[src/rtl/neuron_seq_ctrl_pkg.sv]
// neuron_ctrl_pkg: sequencer state encoding and default sizing shared by the neuron sequencer files
package neuron_ctrl_pkg;
   typedef enum logic [2:0] {IDLE, LOAD, RUN, DRAIN, EMIT, DONE} state_t;
   function automatic int cnt_w(input int beats, input int lat);
      return $clog2((beats > lat ? beats : lat) + 1);
   endfunction
   localparam int DEF_BEATS = 4;
   localparam int DEF_MAC_LAT = 2;
   localparam int DEF_NEURONS = 10;
   localparam int BEAT_CNT_W = cnt_w(DEF_BEATS, DEF_MAC_LAT);
   localparam int NEURON_W = $clog2(DEF_NEURONS);
endpackage

[src/rtl/neuron_seq_ctrl_if.sv]
// neuron_seq_ctrl_if: valid/ready result stream carrying neuron index and sigmoid output
interface neuron_seq_ctrl_if
   import neuron_ctrl_pkg::*;
#(
   parameter int IDX_W = NEURON_W
);
   logic out_valid;
   logic out_ready;
   logic [IDX_W-1:0] out_idx;
   logic [7:0] out_data;
   modport master (output out_valid, out_idx, out_data, input out_ready);
   modport slave (input out_valid, out_idx, out_data, output out_ready);
endinterface

[src/rtl/neuron_seq_ctrl_beat_cnt.sv]
// neuron_beat_cnt: loadable down-counter that stops at zero and flags its terminal count
module neuron_beat_cnt #(
   parameter int W = 3
) (
   input  logic clk,
   input  logic rst_n,
   input  logic ld,
   input  logic [W-1:0] ld_val,
   output logic [W-1:0] cnt,
   output logic tc
);
   assign tc = cnt == '0;
   always_ff @(posedge clk or negedge rst_n) begin
      if (!rst_n) cnt <= '0;
      else if (ld) cnt <= ld_val;
      else if (!tc) cnt <= cnt - 1'b1;
   end
endmodule

[src/rtl/neuron_seq_ctrl.sv]
// neuron_seq_ctrl: walks NEURONS neurons through one MAC/sigmoid datapath and streams each result out
module neuron_seq_ctrl
   import neuron_ctrl_pkg::*;
#(
   parameter int DATA_W = 128,
   parameter int BEATS = DEF_BEATS,
   parameter int NEURONS = DEF_NEURONS,
   parameter int ADDR_W = 6,
   parameter int MAC_LAT = DEF_MAC_LAT
) (
   input  logic clk,
   input  logic rst_n,
   input  logic start,
   input  logic abort,
   input  logic [ADDR_W-1:0] img_base,
   output logic busy,
   output logic done,
   output logic rd_en,
   output logic [ADDR_W-1:0] p_addr,
   output logic [ADDR_W-1:0] w_addr,
   output logic [ADDR_W-1:0] b_addr,
   input  logic [DATA_W-1:0] p_rdata,
   input  logic [DATA_W-1:0] w_rdata,
   input  logic [7:0] b_rdata,
   output logic mac_clr,
   output logic [DATA_W-1:0] mac_p,
   output logic [DATA_W-1:0] mac_w,
   output logic [7:0] mac_b,
   input  logic [7:0] mac_dout,
   neuron_seq_ctrl_if.master res
);
   localparam int CW = cnt_w(BEATS, MAC_LAT);
   localparam int NW = NEURONS > 1 ? $clog2(NEURONS) : 1;
   state_t state, nxt;
   logic [ADDR_W-1:0] base;
   logic [NW-1:0] neuron, idx_q;
   logic [7:0] data_q;
   logic [CW-1:0] cnt, ld_val;
   logic ld, tc, last;
   int bi;
   neuron_beat_cnt #(.W(CW)) u_cnt (.clk, .rst_n, .ld, .ld_val, .cnt, .tc);
   assign last = neuron == NW'(NEURONS - 1);
   always_comb begin
      nxt = state;
      ld = 1'b0;
      ld_val = '0;
      case (state)
         IDLE: if (start) nxt = LOAD;
         LOAD: begin
            nxt = RUN;
            ld = 1'b1;
            ld_val = CW'(BEATS - 1);
         end
         RUN: if (tc) begin
            nxt = DRAIN;
            ld = 1'b1;
            ld_val = CW'(MAC_LAT - 1);
         end
         DRAIN: if (tc) nxt = EMIT;
         EMIT: if (res.out_ready) nxt = last ? DONE : LOAD;
         default: nxt = IDLE;
      endcase
      if (abort) nxt = IDLE;
   end
   // RUN prefetches one beat ahead, so its read index is beat+1 and the final RUN cycle reads nothing
   assign bi = state == RUN ? BEATS - int'(cnt) : 0;
   assign busy = state inside {LOAD, RUN, DRAIN, EMIT};
   assign done = state == DONE;
   assign mac_clr = !(state inside {RUN, DRAIN});
   assign rd_en = state == LOAD || (state == RUN && !tc);
   assign p_addr = ADDR_W'(int'(base) + bi);
   assign w_addr = ADDR_W'(int'(neuron) * BEATS + bi);
   assign b_addr = ADDR_W'(neuron);
   assign res.out_valid = state == EMIT;
   assign res.out_idx = idx_q;
   assign res.out_data = data_q;
   always_ff @(posedge clk or negedge rst_n) begin
      if (!rst_n) begin
         state <= IDLE;
         base <= '0;
         neuron <= '0;
         mac_p <= '0;
         mac_w <= '0;
         mac_b <= '0;
         idx_q <= '0;
         data_q <= '0;
      end else begin
         state <= nxt;
         mac_p <= state == RUN ? p_rdata : '0;
         mac_w <= state == RUN ? w_rdata : '0;
         if (state == IDLE && nxt == LOAD) begin
            base <= img_base;
            neuron <= '0;
         end
         if (state == EMIT && nxt == LOAD) neuron <= neuron + 1'b1;
         if (state == RUN && cnt == CW'(BEATS - 1)) mac_b <= b_rdata;
         if (state == DRAIN && tc) begin
            data_q <= mac_dout;
            idx_q <= neuron;
         end
      end
   end
endmodule

[src/flat_wrapper.sv]
// flat-port wrapper written by rule: the top's interface ports become plain ports
module neuron_seq_ctrl_flat import neuron_ctrl_pkg::*;
#(
   parameter int DATA_W = 128,
   parameter int BEATS = DEF_BEATS,
   parameter int NEURONS = DEF_NEURONS,
   parameter int ADDR_W = 6,
   parameter int MAC_LAT = DEF_MAC_LAT
)
  (clk, rst_n, start, abort, img_base, busy, done, rd_en, p_addr, w_addr, b_addr, p_rdata, w_rdata, b_rdata, mac_clr, mac_p, mac_w, mac_b, mac_dout, res_out_valid, res_out_idx, res_out_data, res_out_ready);
  neuron_seq_ctrl_if #(.IDX_W(4)) res_i ();
  input  logic clk;
  input  logic rst_n;
  input  logic start;
  input  logic abort;
  input  logic [ADDR_W-1:0] img_base;
  output logic busy;
  output logic done;
  output logic rd_en;
  output logic [ADDR_W-1:0] p_addr;
  output logic [ADDR_W-1:0] w_addr;
  output logic [ADDR_W-1:0] b_addr;
  input  logic [DATA_W-1:0] p_rdata;
  input  logic [DATA_W-1:0] w_rdata;
  input  logic [7:0] b_rdata;
  output logic mac_clr;
  output logic [DATA_W-1:0] mac_p;
  output logic [DATA_W-1:0] mac_w;
  output logic [7:0] mac_b;
  input  logic [7:0] mac_dout;
  output wire logic [$bits(res_i.out_valid)-1:0] res_out_valid;
  output wire logic [$bits(res_i.out_idx)-1:0] res_out_idx;
  output wire logic [$bits(res_i.out_data)-1:0] res_out_data;
  input wire logic [$bits(res_i.out_ready)-1:0] res_out_ready;
  assign res_out_valid = res_i.out_valid;
  assign res_out_idx = res_i.out_idx;
  assign res_out_data = res_i.out_data;
  assign res_i.out_ready = res_out_ready;
  neuron_seq_ctrl #(.DATA_W(DATA_W), .BEATS(BEATS), .NEURONS(NEURONS), .ADDR_W(ADDR_W), .MAC_LAT(MAC_LAT)) u_core (.clk(clk), .rst_n(rst_n), .start(start), .abort(abort), .img_base(img_base), .busy(busy), .done(done), .rd_en(rd_en), .p_addr(p_addr), .w_addr(w_addr), .b_addr(b_addr), .p_rdata(p_rdata), .w_rdata(w_rdata), .b_rdata(b_rdata), .mac_clr(mac_clr), .mac_p(mac_p), .mac_w(mac_w), .mac_b(mac_b), .mac_dout(mac_dout), .res(res_i));
endmodule
[config.mk]
export PLATFORM = sky130hd
export DESIGN_NAME = neuron_seq_ctrl_flat
export DESIGN_NICKNAME = d
export VERILOG_FILES = /design/src/rtl/neuron_seq_ctrl_pkg.sv /design/src/rtl/neuron_seq_ctrl_if.sv /design/src/rtl/neuron_seq_ctrl_beat_cnt.sv /design/src/rtl/neuron_seq_ctrl.sv /design/src/flat_wrapper.sv
export SDC_FILE = /design/constraint.sdc
export NUM_CORES = 1
export LEC_CHECK = 0
export ABC_AREA = 1
export CORE_AREA = 2 2 225 227
export DETAILED_ROUTE_END_ITERATION = 12
export DIE_AREA = 0 0 227 229
export GPL_TIMING_DRIVEN = 0
export SETUP_SLACK_MARGIN = 0.02
export SLEW_MARGIN = 30
export SYNTH_ARGS = -nofsm -noshare
export SYNTH_HDL_FRONTEND = slang
export SYNTH_HIERARCHICAL = 1
export SYNTH_SLANG_ARGS = --single-unit
[constraint.sdc]
create_clock -name clk -period 3.88 [get_ports clk]
set_clock_uncertainty 0.2 [all_clocks]
set_input_delay 0.97 -clock clk [delete_from_list [all_inputs] [get_ports clk]]
set_output_delay 0.97 -clock clk [all_outputs]
set_load 0.02 [all_outputs]
run_1/route_heat.png
23 x 23 tiles, from black (low) to pale yellow (high), scaled to the fullest tile. Values are wire area over tile area, all layers added.
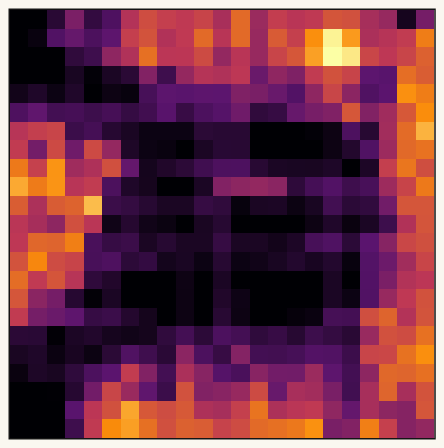
mean over tiles: 0.12
densest ninth of the die: top right
fullest tile: 0.41
nearly empty tiles: 12%
emptiest ninth of the die: middle
tiles over half the peak: 25%
drt wl/cell: 15.7 um
Global Route Usage Sum: 0.140
Vias: 8625

run_1/ff_map.png
Other sequential cells in the stronger grey, the rest of the logic in the fainter grey.
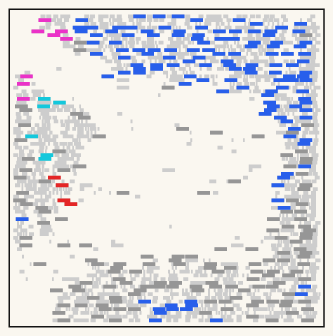
[red] u_core/neuron | sequential cells: 4 | where: left middle
[cyan] u_core/base | sequential cells: 6
[blue] u_core/mac_w | sequential cells: 128
[magenta] u_core/mac_b | sequential cells: 8 | where: top left
not coloured: 146
flop share of the area: 0.391
final core utilization: 0.376
Sequential Area: 7310 sq um
Seq group: 3.57 mW

run_1/placed.png
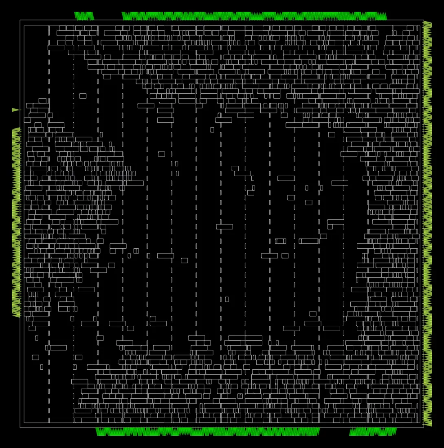
row cnt: 82
core footprint: 49700 sq um

==> changes_impl.md, run 1 <==
### Changed

* Top Usage Layer GRT: met2
* First-pass GRT wire length at 54.9 mm
* Clock-cell share of area at 0.0670
* CP max FO at 4
* Crit. End Element: primary output
* Max clock buf depth at 3
* Top cell category: flip-flops and latches
* Outcome: finished, final reports clean
* Final HPWL DP at 28.8 mm
* Post-CTS setup buffers at 2
* Post-synthesis cell count at 1023
* Yosys cell count at 1023
* Max Cap Viol at 0
* Placed Area at 17300 sq um
* Distinct lib cells used at 30
* Yosys stat area at 10600 sq um
* Ys Warns at 6
* Crit path DRT at approximately 2700 ps
* Non-clock buffer share at 0.328
* MUX area fraction at 0.0170
* Total grt overflow at 0
* Worst R2R Setup Slack at 1600 ps
* Fin nets at between 1500 and 2000
* Aoi share at 0.00899
* Pins Over Slew Limit at 0
* Top routing layer in use: met5
* Maximum vdd drop at 0.443 mV
* Worst path buffer plus inverter count at 2
* CP max stage cell: dfrtp_1
* Clk latency late pin at 530 ps
* CTS Root Cell: clkbuf_16
* Worst Setup Slack post-DPL at -472 ps
* Met2 usage at 0.248
* Comb area at between 2000 and 2500 sq um
* N_diodes at 2
* Flop count at 292
* Die W at between 200 and 250 um
* Worst-path clk slew at about 60 ps
* Inverter count at roughly 280
* Top cell excl fill/tap: clkdlybuf4s50_1
* Well Taps at 672
* Final-layout fill cell count at between 4000 and 5000
* Fp_density at 0.213
* Worst-Margin Slew at approximately 850 ps
* Placed cell count at 2279
* CTS Sinks at 292
* Vias in the first global route at 9302
* Overall Power at 9.66 mW
* Layout cells sized above 1 at 0.0917
* CP cell instances: inv_2, ha_4, xnor2_1, nor2_2, ha_2, fa_1, dlygate4sd2_1
* Crit path kind: reg -> out
* Yosys simple share at 0.135
* Hold WC Path Type: in -> async
* Final WS setup at 107 ps
* GR Layer Usage met1 at 0.152
* Largest net degree at the start of global routing at 88
* Final min period at 3770 ps
* Arrival @ worst endpoint at 2600 ps
* Final instance area at 18700 sq um
* Max incr delay on CP at 420 ps
* Tcrit/Tclk final at 0.972
* Avg Cell Area, Syn at 10.3 sq um
* Initial antenna violation count at 4
* Non-clk bufs at 624
* CTS resizes at 38
* DRC at 0
* Ys flops at between 200 and 300
* Min Hold Slack at 255 ps
* P&R area growth vs syn at 76.6%
* Startpoint types: flop
* Sequential area share after synthesis at 0.691
* Logic share of the area at 0.112
* DRT iter0 DRCs at 345
* Fmax at 265 MHz
* Adder share at 0.0203
* Vert. Die Dim at between 200 and 250 um
* Met3 GRT Util at 0.0570
* Main logic family after synthesis: simple AND/OR/NAND/NOR gates
* Multi-In Gates at 415
* Met2 wire length at 18.5 mm
## run 1: state kept, by name (all words and copies together) (netlist names)
signal,cells
u_core/state,3
u_core/res.out_data,8
u_core/neuron,4
u_core/u_cnt/cnt,3
u_core/res.out_idx,4
u_core/mac_p,128
u_core/base,6
u_core/mac_b,8
u_core/mac_w,128
## run 1: worst register-to-register path, cell delays in order (launching register included)
cell	delay [ps]
dfrtp_1	430
buf_4	160
inv_1	80
ha_1	190
inv_1	60
nor2_2	230
inv_1	110
nand2_2	110
nand2_1	70
nor2_2	190
nor2_8	60
buf_6	150
nand4_1	70
nand2_1	60
## run 1: report_power, final
part / internal, mW / switching (mW)
Clock: 2.19 / 1.36
Combinational: 1.20 / 1.35
Sequential: 3.41 / 0.161
## run 1: path summary, 6_finish.rpt
check                                      start  cells past startpoint               endpoint
max reg2reg                  u_core/u_cnt/cnt[0]                     13       u_core/neuron[2]
min                                        rst_n                      1        u_core/mac_w[5]
min in group clk           u_core/res.out_idx[3]                      2  u_core/res.out_idx[3]
max in group asynchronous                  rst_n                      2       u_core/mac_p[52]
max                          u_core/u_cnt/cnt[0]                      7              w_addr[3]
min reg2reg                u_core/res.out_idx[3]                      2  u_core/res.out_idx[3]
## run 1: Yosys cell counts (all sizes together)
cell type,number,share of area
dfrtp,292,0.69
a21o,1,0.00071
xor2,6,0.0050
ha,14,0.017
inv,284,0.10
a31oi,2,0.0012
nand2,62,0.023
nor3,1,0.00047
conb,1,0.00035
xnor2,5,0.0041
fa,2,0.0038
clkbuf,6,0.0021
nor2,267,0.098
mux2,16,0.017
nand4,11,0.0065
or3,1,0.00059
a21oi,7,0.0033
o21ai,8,0.0038
nand3,9,0.0061
buf,28,0.015
==> run 2, diff against run 1 <==
Settings changed: CAP_MARGIN set to 20.
run_2/route_heat.png
23 x 23 tiles, from black (low) to pale yellow (high), scaled to the fullest tile. Values are wire area over tile area, all layers added.
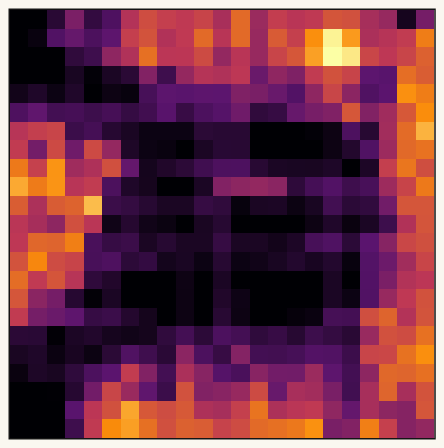
tiles over half the peak: 25%
fullest tile: 0.41
nearly empty tiles: 12%
emptiest ninth of the die: middle
Post-Route WL: 37.0 mm

==> changes_impl.md, run 2 <==
### Changed

* Row cnt at 82 (unchanged)
* Crit. End Element: primary output (unchanged)
* Clk latency late pin at 530 ps (about the same)
* Fin nets at 1952 (unchanged)
* Crit path DRT at 2710 ps (about the same)
* Distinct lib cells used at 30 (unchanged)
* Core footprint at 49700 sq um (unchanged)
* DRT iter0 DRCs at 345 (unchanged)
* Total grt overflow at 0 (unchanged)
* Pint at 6.79 mW (unchanged)
* First-pass GRT wire length at 54.9 mm (unchanged)
* Yosys cell count at 1023 (unchanged)
* Cts-stage hold buffer count at 0 (unchanged)
* Synthesized area at 10600 sq um (unchanged)
* Worst path buffer plus inverter count at 2 (unchanged)
* Final min period at 3770 ps (unchanged)
* DRC at 0 (unchanged)
* P&R area growth vs syn at 76.6% (unchanged)
* Clk pwr share at 0.367 (about the same)
* Ys Warns at 6 (unchanged)
* Max incr delay on CP at 420 ps (about the same)
* Clk pwr at 3.54 mW (about the same)
* Sequential share of power at 0.369 (about the same)
* Seq group at 3.57 mW (about the same)
* Outcome: finished, final reports clean (unchanged)
* CTS Root Cell: clkbuf_16 (unchanged)
* CP max stage cell: dfrtp_1 (unchanged)
* Worst-path clk slew at 60 ps (about the same)
* Synth area leader: dfrtp_1 (unchanged)
* Met2 wire length at 18.5 mm (unchanged)
* Hold WC Path Type: in -> async (unchanged)
* Initial antenna violation count at 4 (unchanged)
* Power share of the combinational group at 0.264 (about the same)
* Worst R2R Setup Slack at 1600 ps (about the same)
* Max Cap Viol at 0 (unchanged)
* Largest net degree at the start of global routing at 88 (unchanged)
* Yosys top cell by instances: dfrtp_1 (unchanged)
* CTS Sinks at 292 (unchanged)
* Met3 GRT Util at 0.0570 (unchanged)
* Layout cells sized above 1 at 0.0917 (unchanged)
* TritonCTS clock tree: done (unchanged)
* Comb pwr at 2.55 mW (about the same)
* Avg Cell Area, Syn at 10.3 sq um (unchanged)
* Overall Power at 9.66 mW (unchanged)
* Fmax at 265 MHz (unchanged)
* Ys async rst share at 1.00 (unchanged)
* Die W at 227 um (unchanged)
* Maximum vdd drop at 0.443 mV (unchanged)
* Top cells by count, synth: dfrtp_1, inv_1, nor2_1 (unchanged)
* Met2 usage at 0.248 (unchanged)
* Global Route Usage Sum at 0.140 (unchanged)
* Top routing layer in use: met5 (unchanged)
* Sequential area share after synthesis at 0.691 (unchanged)
* Sw Ratio at 0.296 (unchanged)
* Final-layout fill cell count at 4981 (unchanged)
* CP cell instances: inv_2, ha_4, xnor2_1, nor2_2, ha_2, fa_1, dlygate4sd2_1 (unchanged)
* GPL Wtd Cong at 0.858 (unchanged)
* GR Layer Usage met1 at 0.152 (unchanged)
* Commonest flop: dfrtp_1 (unchanged)
* Ys flops at 292 (unchanged)
* Ports at 582 (unchanged)
* Pins Over Slew Limit at 0 (unchanged)
* Fp_density at 0.213 (unchanged)
* Max clock buf depth at 3 (unchanged)
* Post-route antenna net violation count at 0 (unchanged)
* Worst-Margin Slew at 847 ps (unchanged)
* Area leader share at 0.691 (unchanged)
* Crit path kind: reg -> out (unchanged)
* Startpoint types: flop (unchanged)
* Final HPWL DP at 28.8 mm (unchanged)
* Slew headroom at 0.436 (unchanged)
* Top cells by area: dfrtp_1, inv_1, nor2_1 (unchanged)
* Post-synthesis cell count at 1023 (unchanged)
* Largest regs: u_core/mac_p (128), u_core/mac_w (128) (unchanged)
* Yosys stat area at 10600 sq um (unchanged)
* P_sw at 2.86 mW (unchanged)
* Top Usage Layer GRT: met2 (unchanged)
* Most frequent cells in the layout: clkdlybuf4s50_1, dfrtp_1, inv_1 (unchanged)
* Arrival @ worst endpoint at 2600 ps (about the same)
* Vert. Die Dim at 229 um (unchanged)
* Final TNS setup at 0 ps (unchanged)
* Top power group: sequential cells (unchanged)
* Vias in the first global route at 9302 (unchanged)
* Vias at 8625 (unchanged)
* EDFF count, synth at 0 (unchanged)
* Tcrit/Tclk final at 0.972 (unchanged)
* Drt wl/cell at 15.7 um (unchanged)
* Metal3 WL at 3.75 mm (unchanged)
* CP max FO at 4 (unchanged)
* Top cell excl fill/tap: clkdlybuf4s50_1 (unchanged)
## run 2: cell counts after synthesis
No cell type changed its count.
## run 2: what timing repair did
item                                    4_1_cts  5_1_grt
pin swaps                                     0        6
buffers inserted                              2        7
endpoints found under the setup margin       12        8
gates resized                                38       14
## run 2: per-stage QoR
step | instances | cell area [sq um] | util | hold slack (ps) | setup slack (ps)
after CTS | 2344 | 18600 | 0.374 | 219 | -18.2
after global placement | 2276 | 17200 | 0.347 | 269 | -11310
after floorplan | 1025 | 10600 | - | 248 | 138
after global routing | 2352 | 18700 | 0.376 | 275 | 1.16
after detailed placement | 2279 | 17300 | 0.349 | 274 | -472
final | 2353 | 18700 | 0.376 | 255 | 107
## run 2: final cells by class
cell class,instances,area (sq um),share of cell area
Antenna cell,2,5.00,0.000268
Buffer,33,191,0.0102
Clock buffer,47,1010,0.0542
Clock inverter,17,238,0.0127
Inverter,284,1070,0.0570
Multi-Input combinational cell,415,2090,0.112
Sequential cell,292,7310,0.391
Tap cell,672,841,0.0450
Timing Repair Buffer,591,5940,0.318
## run 2: cell families after synthesis
kind of cell | count (synthesis) | synth area share
flops | 292 | 0.691
simple gates | 351 | 0.135
xor+xnor | 11 | 0.00910
mux | 16 | 0.0170
compound gates | 18 | 0.00899
buf+inv | 318 | 0.118
other cells | 1 | 0.000354
fa+ha+maj | 16 | 0.0203
## run 2: worst paths after layout
path,cells past startpoint,from,end
max in group asynchronous,2,rst_n,u_core/mac_p[52]
setup reg to reg,13,u_core/u_cnt/cnt[0],u_core/neuron[2]
hold reg to reg,2,u_core/res.out_idx[3],u_core/res.out_idx[3]
hold / removal,1,rst_n,u_core/mac_w[5]
setup / recovery,7,u_core/u_cnt/cnt[0],w_addr[3]
min in group clk,2,u_core/res.out_idx[3],u_core/res.out_idx[3]
Power figures rest on the tool's default switching activity, not on a simulated workload.
